File: config.mk
export PLATFORM = sky130hd
export DESIGN_NAME = gcd_job_sequencer
export DESIGN_NICKNAME = d
export VERILOG_FILES = /design/src/rtl/gcd_pkg.sv /design/src/rtl/gcd_req_fifo.sv /design/src/rtl/gcd_job_sequencer.sv
export SDC_FILE = /design/constraint.sdc
export NUM_CORES = 1
export LEC_CHECK = 0
export CAP_MARGIN = 20
export CORE_AREA = 2 2 143 145
export CTS_CLUSTER_SIZE = 12
export DETAILED_ROUTE_END_ITERATION = 16
export DIE_AREA = 0 0 145 147
export GPL_TIMING_DRIVEN = 0
export SETUP_SLACK_MARGIN = 0.05
export SYNTH_ARGS = -nofsm -noshare
export SYNTH_HDL_FRONTEND = slang
export SYNTH_SLANG_ARGS = --single-unit
File: constraint.sdc
create_clock -name clk -period 2.6 [get_ports clk]
set_input_delay 0.39 -clock clk [delete_from_list [all_inputs] [get_ports clk]]
set_output_delay 0.39 -clock clk [all_outputs]
set_load 0.02 [all_outputs]
File: src/rtl/gcd_pkg.sv
// Shared types and helpers for the GCD job sequencer and its request FIFO.
package gcd_pkg;

    typedef enum logic [1:0] {
        IDLE   = 2'd0,
        LAUNCH = 2'd1,
        WAIT   = 2'd2,
        RESP   = 2'd3
    } state_t;

    localparam int GCD_WIDTH = 16;

    function automatic int ptr_w(input int depth);
        return $clog2(depth);
    endfunction

endpackage

File: src/rtl/gcd_req_fifo.sv
// Request FIFO holding packed operand pairs {a, b}.
// Latency: push visible at head the cycle after the write; pop data is combinational from the head.
// Backpressure: push ignored when full, pop ignored when empty; full/empty derive from the registered count.
module gcd_req_fifo
    import gcd_pkg::*;
#(
    parameter int WIDTH = 2 * GCD_WIDTH,
    parameter int DEPTH = 4
) (
    input  logic                    clk,
    input  logic                    rst_n,
    input  logic                    push,
    input  logic [WIDTH-1:0]        push_data,
    input  logic                    pop,
    output logic [WIDTH-1:0]        pop_data,
    output logic                    full,
    output logic                    empty,
    output logic [ptr_w(DEPTH):0]   count
);

    localparam int PW = ptr_w(DEPTH);

    logic [WIDTH-1:0] mem [DEPTH];
    logic [PW-1:0]    wr_ptr;
    logic [PW-1:0]    rd_ptr;
    logic             do_push;
    logic             do_pop;

    assign full     = (count == (PW+1)'(DEPTH));
    assign empty    = (count == '0);
    assign do_push  = push && !full;
    assign do_pop   = pop && !empty;
    assign pop_data = mem[rd_ptr];

    // DEPTH is a power of two, so plain pointer overflow gives the modulo wrap.
    always_ff @(posedge clk or negedge rst_n) begin
        if (!rst_n) begin
            wr_ptr <= '0;
            rd_ptr <= '0;
            count  <= '0;
        end else begin
            if (do_push) wr_ptr <= wr_ptr + 1'b1;
            if (do_pop)  rd_ptr <= rd_ptr + 1'b1;
            case ({do_push, do_pop})
                2'b10:   count <= count + 1'b1;
                2'b01:   count <= count - 1'b1;
                default: count <= count;
            endcase
        end
    end

    always_ff @(posedge clk) begin
        if (do_push) mem[wr_ptr] <= push_data;
    end

endmodule

File: src/rtl/gcd_job_sequencer.sv
// Queues operand pairs, runs them one at a time on the GCD machine, returns results in order (GCD_TIMEOUT_EN adds a WAIT watchdog).
// Latency: zero-operand result valid the cycle after pop; normal result valid the cycle after gcd_out_en.
// Backpressure: req_ready = !full (registered); rsp_valid/rsp_gcd/rsp_err hold until rsp_ready.
module gcd_job_sequencer
    import gcd_pkg::*;
#(
    parameter int WIDTH       = GCD_WIDTH,
    parameter int DEPTH       = 4,
    parameter int TIMEOUT_CYC = 1024
) (
    input  logic                    clk,
    input  logic                    rst_n,
    input  logic                    req_valid,
    output logic                    req_ready,
    input  logic [WIDTH-1:0]        req_a,
    input  logic [WIDTH-1:0]        req_b,
    output logic                    rsp_valid,
    input  logic                    rsp_ready,
    output logic [WIDTH-1:0]        rsp_gcd,
    output logic                    rsp_err,
    output logic                    gcd_go,
    output logic [WIDTH-1:0]        gcd_a,
    output logic [WIDTH-1:0]        gcd_b,
    input  logic                    gcd_done,
    input  logic                    gcd_out_en,
    input  logic [WIDTH-1:0]        gcd_result,
    output logic [$clog2(DEPTH):0]  fifo_count
);

    state_t             state;
    logic [WIDTH-1:0]   op_a;
    logic [WIDTH-1:0]   op_b;
    logic [2*WIDTH-1:0] head;
    logic [WIDTH-1:0]   head_a;
    logic [WIDTH-1:0]   head_b;
    logic               full;
    logic               empty;
    logic               pop;

    gcd_req_fifo #(
        .WIDTH (2 * WIDTH),
        .DEPTH (DEPTH)
    ) u_fifo (
        .clk       (clk),
        .rst_n     (rst_n),
        .push      (req_valid),
        .push_data ({req_a, req_b}),
        .pop       (pop),
        .pop_data  (head),
        .full      (full),
        .empty     (empty),
        .count     (fifo_count)
    );

    assign req_ready = !full;
    assign head_a    = head[2*WIDTH-1:WIDTH];
    assign head_b    = head[WIDTH-1:0];
    assign pop       = (state == IDLE) && !empty && gcd_done;
    assign gcd_a     = op_a;
    assign gcd_b     = op_b;

`ifdef GCD_TIMEOUT_EN
    localparam int TW = $clog2(TIMEOUT_CYC + 1);
    logic [TW-1:0] tmo_cnt;
    logic          err_q;
    logic          tmo_hit;
    assign tmo_hit = (tmo_cnt == TW'(TIMEOUT_CYC - 1));
    assign rsp_err = err_q;
`else
    logic unused_tmo_cfg;
    assign unused_tmo_cfg = (TIMEOUT_CYC != 0);
    assign rsp_err        = 1'b0;
`endif

    always_ff @(posedge clk or negedge rst_n) begin
        if (!rst_n) begin
            state     <= IDLE;
            op_a      <= '0;
            op_b      <= '0;
            gcd_go    <= 1'b0;
            rsp_valid <= 1'b0;
            rsp_gcd   <= '0;
`ifdef GCD_TIMEOUT_EN
            tmo_cnt   <= '0;
            err_q     <= 1'b0;
`endif
        end else begin
            case (state)
                IDLE: begin
                    if (pop) begin
                        op_a <= head_a;
                        op_b <= head_b;
                        // The machine never terminates on a zero operand; answer it here.
                        if (head_a == '0 || head_b == '0) begin
                            rsp_gcd   <= head_a | head_b;
                            rsp_valid <= 1'b1;
`ifdef GCD_TIMEOUT_EN
                            err_q     <= 1'b0;
`endif
                            state     <= RESP;
                        end else begin
                            gcd_go <= 1'b1;
                            state  <= LAUNCH;
                        end
                    end
                end
                LAUNCH: begin
                    gcd_go <= 1'b0;
`ifdef GCD_TIMEOUT_EN
                    tmo_cnt <= '0;
`endif
                    state  <= WAIT;
                end
                WAIT: begin
                    if (gcd_out_en) begin
                        rsp_gcd   <= gcd_result;
                        rsp_valid <= 1'b1;
`ifdef GCD_TIMEOUT_EN
                        err_q     <= 1'b0;
`endif
                        state     <= RESP;
                    end
`ifdef GCD_TIMEOUT_EN
                    else if (tmo_hit) begin
                        rsp_gcd   <= '0;
                        rsp_valid <= 1'b1;
                        err_q     <= 1'b1;
                        state     <= RESP;
                    end else begin
                        tmo_cnt <= tmo_cnt + 1'b1;
                    end
`endif
                end
                RESP: begin
                    if (rsp_ready) begin
                        rsp_valid <= 1'b0;
                        state     <= IDLE;
                    end
                end
                default: state <= IDLE;
            endcase
        end
    end

endmodule

Figure 1. Clock wires, drivers and flops.
The bar under the picture is 50 microns long.
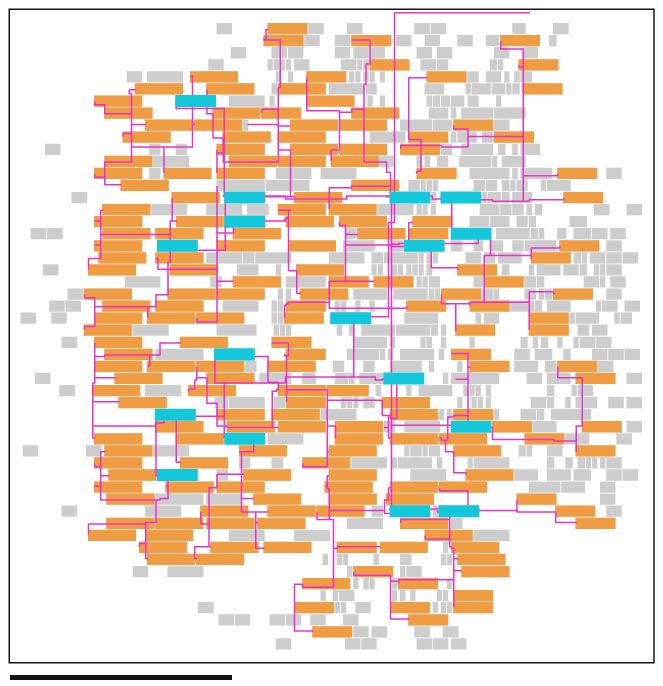
flip-flops -> orange  # count 187
clock wires -> magenta  # length 1990 microns
cells driving clock nets -> cyan  # count 17
routed clock nets = 18
Power Clock: 2.71 mW
worst setup skew after layout: 0.0122 ns
Clk Latency, worst-skew pair: 0.43 ns

Figure 2. Placement view.
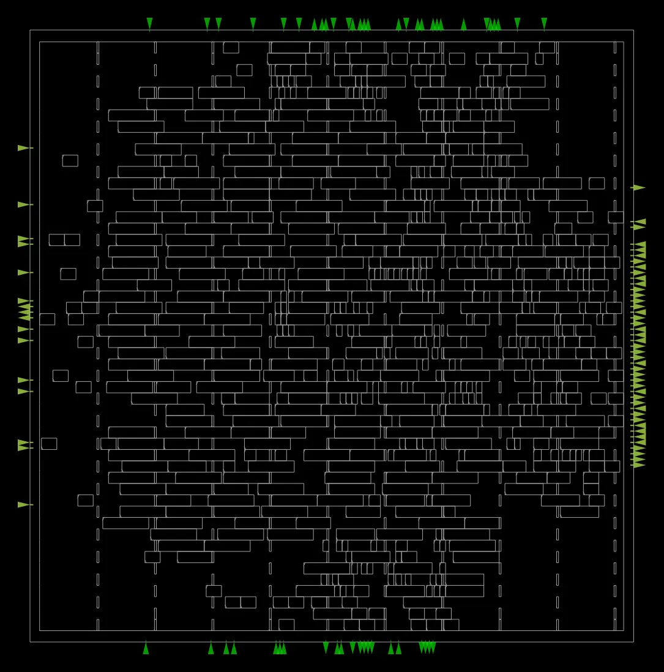
Core Util, Final: 51.5%
sequential cell count: 187
proportion of cell area occupied by registers: 52.1%
Core Region: 19800 sq um
final std cells w/o fill: 922

==> results_dict.tcl <==
# collected from the flow reports
set metrics [dict create \
    initial_drt_markers 342 \
    floorplan.io_pins 109 \
    setup_tns_ns -2.19 \
    grt_max_degree 34 \
    maxSlewViolCount 0 \
    topCellsByArea "edfxtp_1, dfrtp_1, mux4_2, nand2_1, mux4_1" \
    clkSinkCount 187 \
    synthesis.instances 471 \
    setup_repair_after_global_routing_missed_its_margin "true" \
    maxCapViolations 0 \
    routed_via_density 4.84 \
    postSynthNetCount 537 \
    internal_power_mw 8.59 \
    top_cells_by_count "edfxtp_1, nand2_1, dfrtp_1" \
    mappedNetlistArea_sq_um 7550 \
    stage_log_warnings 37 \
    clock_path_buffers 2 \
    power_frac_seq_pct 34.2 \
    met3_wirelength_mm 1.05 \
    async_reset_ff_share_pct 31.6 \
    topRoutingLayerUsed "met4" \
    area_growth_pct 35.4 \
    cp_num_buf_inv 5 \
    worst_setup_hold_path_clk_slew_ns 0.07 \
    violations_in_the_final_reports "negative setup slack" \
    route.final.wire_length_mm 17.7 \
    antenna_cells 0 \
    htreeDepth 4 \
    critPathTopFamily "multiplexers" \
    worst_r2r_path_depth 10 \
    logic_gates 251 \
    track_usage_pct 17.2 \
    clock_tree_from_tritoncts "yes" \
    setup_viol 17 \
    status "complete, but fails checks" \
    grt_antenna_before_repair 0 \
    fin_ws_ns -0.155 \
    number_of_enable_type_register_cells_in_the_synthesized_netlist 128 \
    grtUsageMet3_pct 4.41 \
    placed_wire_length_estimate_mm 11.8 \
    grt_busiest_layer "met2" \
    worst-path-max-fanout 7 \
    globalRouteMet2Util_pct 28.3 \
    cts_hold_buffers 1 \
    post-synth-top-count-cell "edfxtp_1" \
    critPathKind "reg2reg" \
    final_nets 705 \
    cp_num_cells 10 \
    comb_power_share_pct 45.1 \
    critPathArrivalTime_ns 3.07 \
    die_y_microns 147 \
    setup.worst_path.end_class "flop" \
    cts_resized 26 \
    critical_path.reg2reg.startpoint "u_fifo.rd_ptr[0]" \
    period_used_pct 106 \
    fp.dieArea_sq_um 21300 \
    worst_slew_margin_rel_pct 54.7 \
    power.largest_group "combinational logic" \
    leakage_nw 3.85 \
    crit_chain "buf_4, clkbuf_16, buf_4, mux4_2, nor4_4, nand4_4, a31oi_4, buf_12, clkbuf_16, mux2_4" \
    routedWlPerCell_microns 19.2 \
    area_share_clock_buf_inv_pct 6.11 \
    yosys-stat-area_sq_um 7550 \
    use_met1_pct 22.7 \
    cp_max_stage_cell "mux4_2" \
    ff_type "edfxtp_1" \
]
Figure 3. Placement by cell class.
Fill, decap, tap and diode cells in gray.
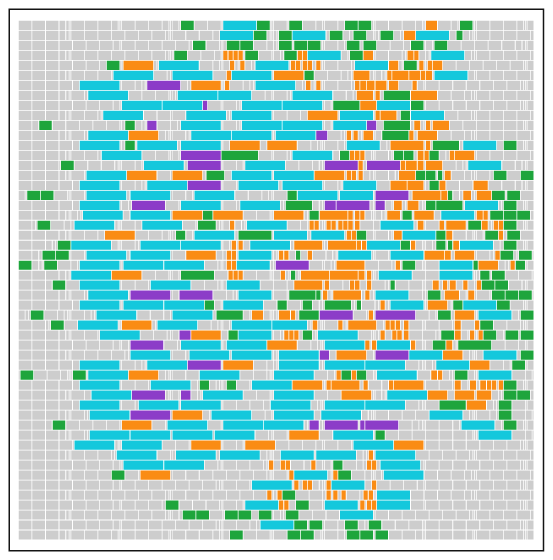
other buffers and delay cells -> green  # cells 170, share of their area 18%
all other logic -> orange  # cells 263, share of their area 22%
clock drivers and dummy loads -> purple  # cells 32, share of their area 6.3%
flops -> cyan  # cells 187, share of their area 54%
total non-filler cell area in the finished layout: 10200 sq um
number of core rows: 52

[worst max-delay path by stage]
stage                startpoint          end  slack [ns]
2_1_floorplan  u_fifo.rd_ptr[0]   rsp_gcd[0]        0.03
3_3_place_gp              rst_n     gcd_b[3]       -0.79
3_5_place_dp   u_fifo.rd_ptr[1]  rsp_gcd[14]       -0.55
4_1_cts        u_fifo.rd_ptr[0]  rsp_gcd[12]       -0.16
5_1_grt        u_fifo.rd_ptr[0]   rsp_gcd[3]       -0.22
6_report       u_fifo.rd_ptr[0]   rsp_gcd[9]       -0.15
[cell families after synthesis]
logic type,synth area share [%]
buffers and inverters,2.34
AND/OR/NAND/NOR,8.86
flip-flops,70.5
multiplexers,13.1
XOR/XNOR,0.696
other,0.0497
AND-OR/OR-AND,2.44
adder cells (fa/ha/maj),2.09
Power and IR drop assume default switching activity.
